--- src/rtl/seven_seg_scan_scheduler.sv ---
// seven_seg_scan_scheduler: frame-latched 4-digit seven-segment scan with anti-ghosting blank
module seven_seg_scan_scheduler #(
  parameter int TICK_DIV     = 24999,
  parameter int BLANK_CYCLES = 100
) (
  input  logic        clk,
  input  logic        rst,
  input  logic [15:0] value,
  input  logic [3:0]  dp_in,
  input  logic [3:0]  digit_en,
  input  logic        lz_en,
  output logic [6:0]  seg,
  output logic        dp,
  output logic [3:0]  an,
  output logic        frame_done
);
  localparam int DW = $clog2(TICK_DIV + 1);
  localparam int BW = BLANK_CYCLES > 0 ? $clog2(BLANK_CYCLES + 1) : 1;
  localparam logic [6:0] HEX [16] = '{
    7'b1000000, 7'b1111001, 7'b0100100, 7'b0110000,
    7'b0011001, 7'b0010010, 7'b0000010, 7'b1111000,
    7'b0000000, 7'b0010000, 7'b0001000, 7'b0000011,
    7'b1000110, 7'b0100001, 7'b0000110, 7'b0001110
  };
  typedef enum logic {BLANK, DRIVE} state_t;
  state_t         state, state_nxt;
  logic [DW-1:0]  div;
  logic [1:0]     idx, idx_nxt;
  logic [BW-1:0]  blank_cnt, blank_nxt;
  logic [15:0]    sh_value, sh_value_nxt;
  logic [3:0]     sh_dp, sh_dp_nxt, sh_en, sh_en_nxt;
  logic           sh_lz, sh_lz_nxt;
  logic           tick, latch, lit, dp_nxt;
  logic [3:0]     nib, an_nxt;
  logic [6:0]     seg_nxt;
  assign tick  = div == DW'(TICK_DIV);
  assign latch = tick && idx == 2'd3;
  always_ff @(posedge clk or negedge rst) begin
    if (!rst) begin
      div        <= '0;
      idx        <= 2'd3;
      state      <= BLANK;
      blank_cnt  <= BW'(BLANK_CYCLES);
      sh_value   <= '0;
      sh_dp      <= '0;
      sh_en      <= '0;
      sh_lz      <= 1'b0;
      an         <= 4'hF;
      seg        <= 7'h7F;
      dp         <= 1'b1;
      frame_done <= 1'b0;
    end else begin
      div        <= tick ? '0 : div + DW'(1);
      idx        <= idx_nxt;
      state      <= state_nxt;
      blank_cnt  <= blank_nxt;
      sh_value   <= sh_value_nxt;
      sh_dp      <= sh_dp_nxt;
      sh_en      <= sh_en_nxt;
      sh_lz      <= sh_lz_nxt;
      an         <= an_nxt;
      seg        <= seg_nxt;
      dp         <= dp_nxt;
      frame_done <= latch;
    end
  end
  // Leaving BLANK one count early keeps the registered outputs dark for exactly BLANK_CYCLES cycles.
  always_comb begin
    idx_nxt      = tick ? idx + 2'd1 : idx;
    state_nxt    = tick ? (BLANK_CYCLES == 0 ? DRIVE : BLANK)
                 : (state == BLANK && blank_cnt <= BW'(1)) ? DRIVE : state;
    blank_nxt    = tick ? BW'(BLANK_CYCLES) : blank_cnt != '0 ? blank_cnt - BW'(1) : blank_cnt;
    sh_value_nxt = latch ? value    : sh_value;
    sh_dp_nxt    = latch ? dp_in    : sh_dp;
    sh_en_nxt    = latch ? digit_en : sh_en;
    sh_lz_nxt    = latch ? lz_en    : sh_lz;
  end
  always_comb begin
    nib     = sh_value_nxt[{idx_nxt, 2'b00} +: 4];
    lit     = state_nxt == DRIVE && sh_en_nxt[idx_nxt]
              && !(sh_lz_nxt && idx_nxt != 2'd0 && (sh_value_nxt >> {idx_nxt, 2'b00}) == 16'd0);
    an_nxt  = lit ? ~(4'b0001 << idx_nxt) : 4'hF;
    seg_nxt = lit ? HEX[nib] : 7'h7F;
    dp_nxt  = lit ? ~sh_dp_nxt[idx_nxt] : 1'b1;
  end
endmodule
--- config.mk ---
export PLATFORM = sky130hd
export DESIGN_NAME = seven_seg_scan_scheduler
export DESIGN_NICKNAME = d
export VERILOG_FILES = /design/src/rtl/seven_seg_scan_scheduler.sv
export SDC_FILE = /design/constraint.sdc
export NUM_CORES = 1
export LEC_CHECK = 0
export CAP_MARGIN = 10
export CELL_PAD_IN_SITES_DETAIL_PLACEMENT = 1
export CELL_PAD_IN_SITES_GLOBAL_PLACEMENT = 2
export CORE_ASPECT_RATIO = 0.6
export CORE_MARGIN = 2
export CORE_UTILIZATION = 40
export DETAILED_ROUTE_END_ITERATION = 16
export GPL_ROUTABILITY_DRIVEN = 0
export PLACE_DENSITY = 0.83
export SETUP_SLACK_MARGIN = 0.02
export SLEW_MARGIN = 5
export SYNTH_ARGS = -nofsm -noshare
export SYNTH_HDL_FRONTEND = slang
export SYNTH_SLANG_ARGS = --single-unit
--- constraint.sdc ---
create_clock -name clk -period 7.5 [get_ports clk]
set_input_delay 1.125 -clock clk [delete_from_list [all_inputs] [get_ports clk]]
set_output_delay 1.125 -clock clk [all_outputs]
set_load 0.01 [all_outputs]
**Cell density map**

The bar under the picture is 20 um long. The die is cut into 12 by 8 equal tiles; dark blue is low, red is high, 0 to 100% covered.
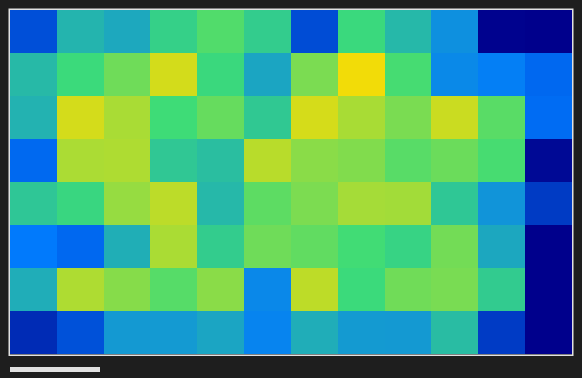
densest ninth of the die: middle
nearly empty tiles: 6.2%
mean over tiles: 43%

**Routing congestion map**

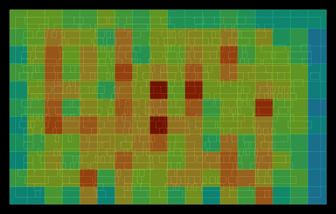
M2 GR Usage: 0.2716
met1 Track Usage GR: 0.2810
gr usage total: 0.1929
met3 usage: 0.05969
per-cell routed wire length: 17.38 um

**Placement by cell class**

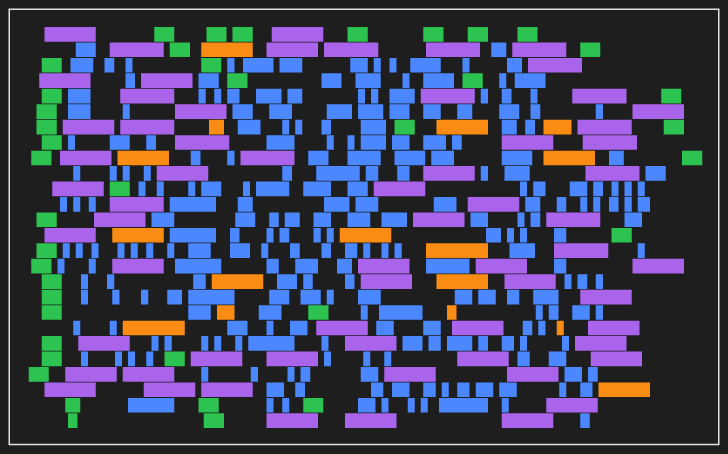
| colour | class | cells | share of their area |
|---|---|---|---|
| green | other buffers and delay cells | 40 | 9.5% |
| blue | all other logic | 249 | 44% |
| orange | clock drivers and dummy loads | 16 | 7.8% |
| purple | flip-flops | 63 | 39% |
Core ar.: 8491 um2
Util after Layout: 0.5032
final instance area: 4273 um2
flop share of the area: 0.3739
Core Rows: 26

==> results.json <==
{
  "crit_buf_inv": 1,
  "worst_pin_slew_ns": 0.8247,
  "maxSlewHeadroom": 0.4461,
  "final_cell_mix": "nand2_1 (61), dfrtp_1 (46), clkdlybuf4s50_1 (38)",
  "nFillCells": 917,
  "largest_reg_flops": 16,
  "top_level_ports": 40,
  "cts_tree": "done",
  "hold_buffers": 0,
  "logic_family": "simple AND/OR/NAND/NOR gates",
  "hold_end": "sh_dp[0]",
  "signal_buffers": 40,
  "drc": 0,
  "clkCellAreaFrac": 0.07584,
  "place_area_um2": 3949,
  "edf_count": 0,
  "postSynthNetCount": 361,
  "cp.required_ns": 7.71,
  "synthAdderAreaFrac": 0.03584,
  "yosys.cell_types.count": 58,
  "hp-class": "flop to flop",
  "hpwl_um": 5731,
  "ff_type": "dfrtp_1",
  "buffer_area_frac": 0.09195,
  "num-clock-buffers": 11,
  "finalHoldViolations": 0,
  "reg_top3": "sh_value (16), div (15)",
  "fin_total_pwr_uw": 832.3,
  "hold_start": "sh_dp[0]",
  "mux_area_frac": 0.1530,
  "final_common_cell": "nand2_1",
  "max_stage_delay_ns": 0.84,
  "setup_ws_ns": 2.871,
  "topCellsByArea": "dfrtp_1 (33%), dfstp_2 (13%), nand2_1 (6.6%), mux2_2 (5.5%), mux2i_1 (4.3%)",
  "antenna_left": 0,
  "first_pass_iters": 4,
  "logic_gate_count": 235,
  "vdd_drop_max_v": 0.0001204,
  "syn_area_per_cell_um2": 10.77,
  "numSynthFlops": 63,
  "r2r_slack_ns": 2.87,
  "inverters_excl_clock": 14,
  "syn-cell-area_um2": 3491,
  "cpMaxStageDelayCell": "dfstp_2",
  "synth_top_cell_by_area": "dfrtp_1",
  "status": "completed",
  "clock.latency.late_pin_ns": 0.34,
  "period_used_share": 0.6172,
  "post_cts_buffers": 0,
  "fin_crit_ns": 4.629,
  "p_leak_nw": 1.813,
  "diodes": 0,
  "powerDensity_nw_per_um2": 194.8,
  "holdWs_ns": 0.4661,
  "htreeDepth": 3,
  "clock_sinks": 63,
  "cp_cell_sequence": "ha_1 -> and3b_1 -> nand4_4 -> mux2_2 -> mux2_2 -> a21o_1 -> inv_1 -> ha_1 -> o311ai_2 -> nor3_2 -> nor4_4 -> o221ai_1",
  "reg2reg_from": "idx[0]",
  "grt_overflow_total": 0,
  "fin_cells": 480,
  "cts-root-buf": "clkbuf_16",
  "compound_area_frac": 0.07563,
  "die_x_um": 124.6,
  "die_y_um": 76.36,
  "tap-cell-count": 112,
  "grt_max_degree": 64,
  "crit_path_start": "idx[0]"
}
per-layer routing:
metal	vias up	share of wire	global-route usage
li1	1205	-	-
met3	13	0.037	0.05969
met4	0	0.015	0.06517
met5	-	0	0
met1	1282	0.53	0.2810
met2	37	0.41	0.2716
cells in the mapped netlist (all sizes together), types with 8 or more instances:
library cell and count:
nand2 61, dfrtp 46, nor2 26, mux2 19, dfstp 17, mux2i 17, inv 13, nand3 13
ha 10, buf 9, nor3 8, xnor2 8, xor2 8
report_power, final:
group	total [mW]	switching (mW)	internal (mW)	leakage, nW
registers	0.344	0.000670	0.343	0.707
logic	0.0349	0.0174	0.0175	0.950
clock network	0.454	0.154	0.300	0.156
total	0.832	0.172	0.660	1.81
Power is estimated from default activity; no workload was simulated.
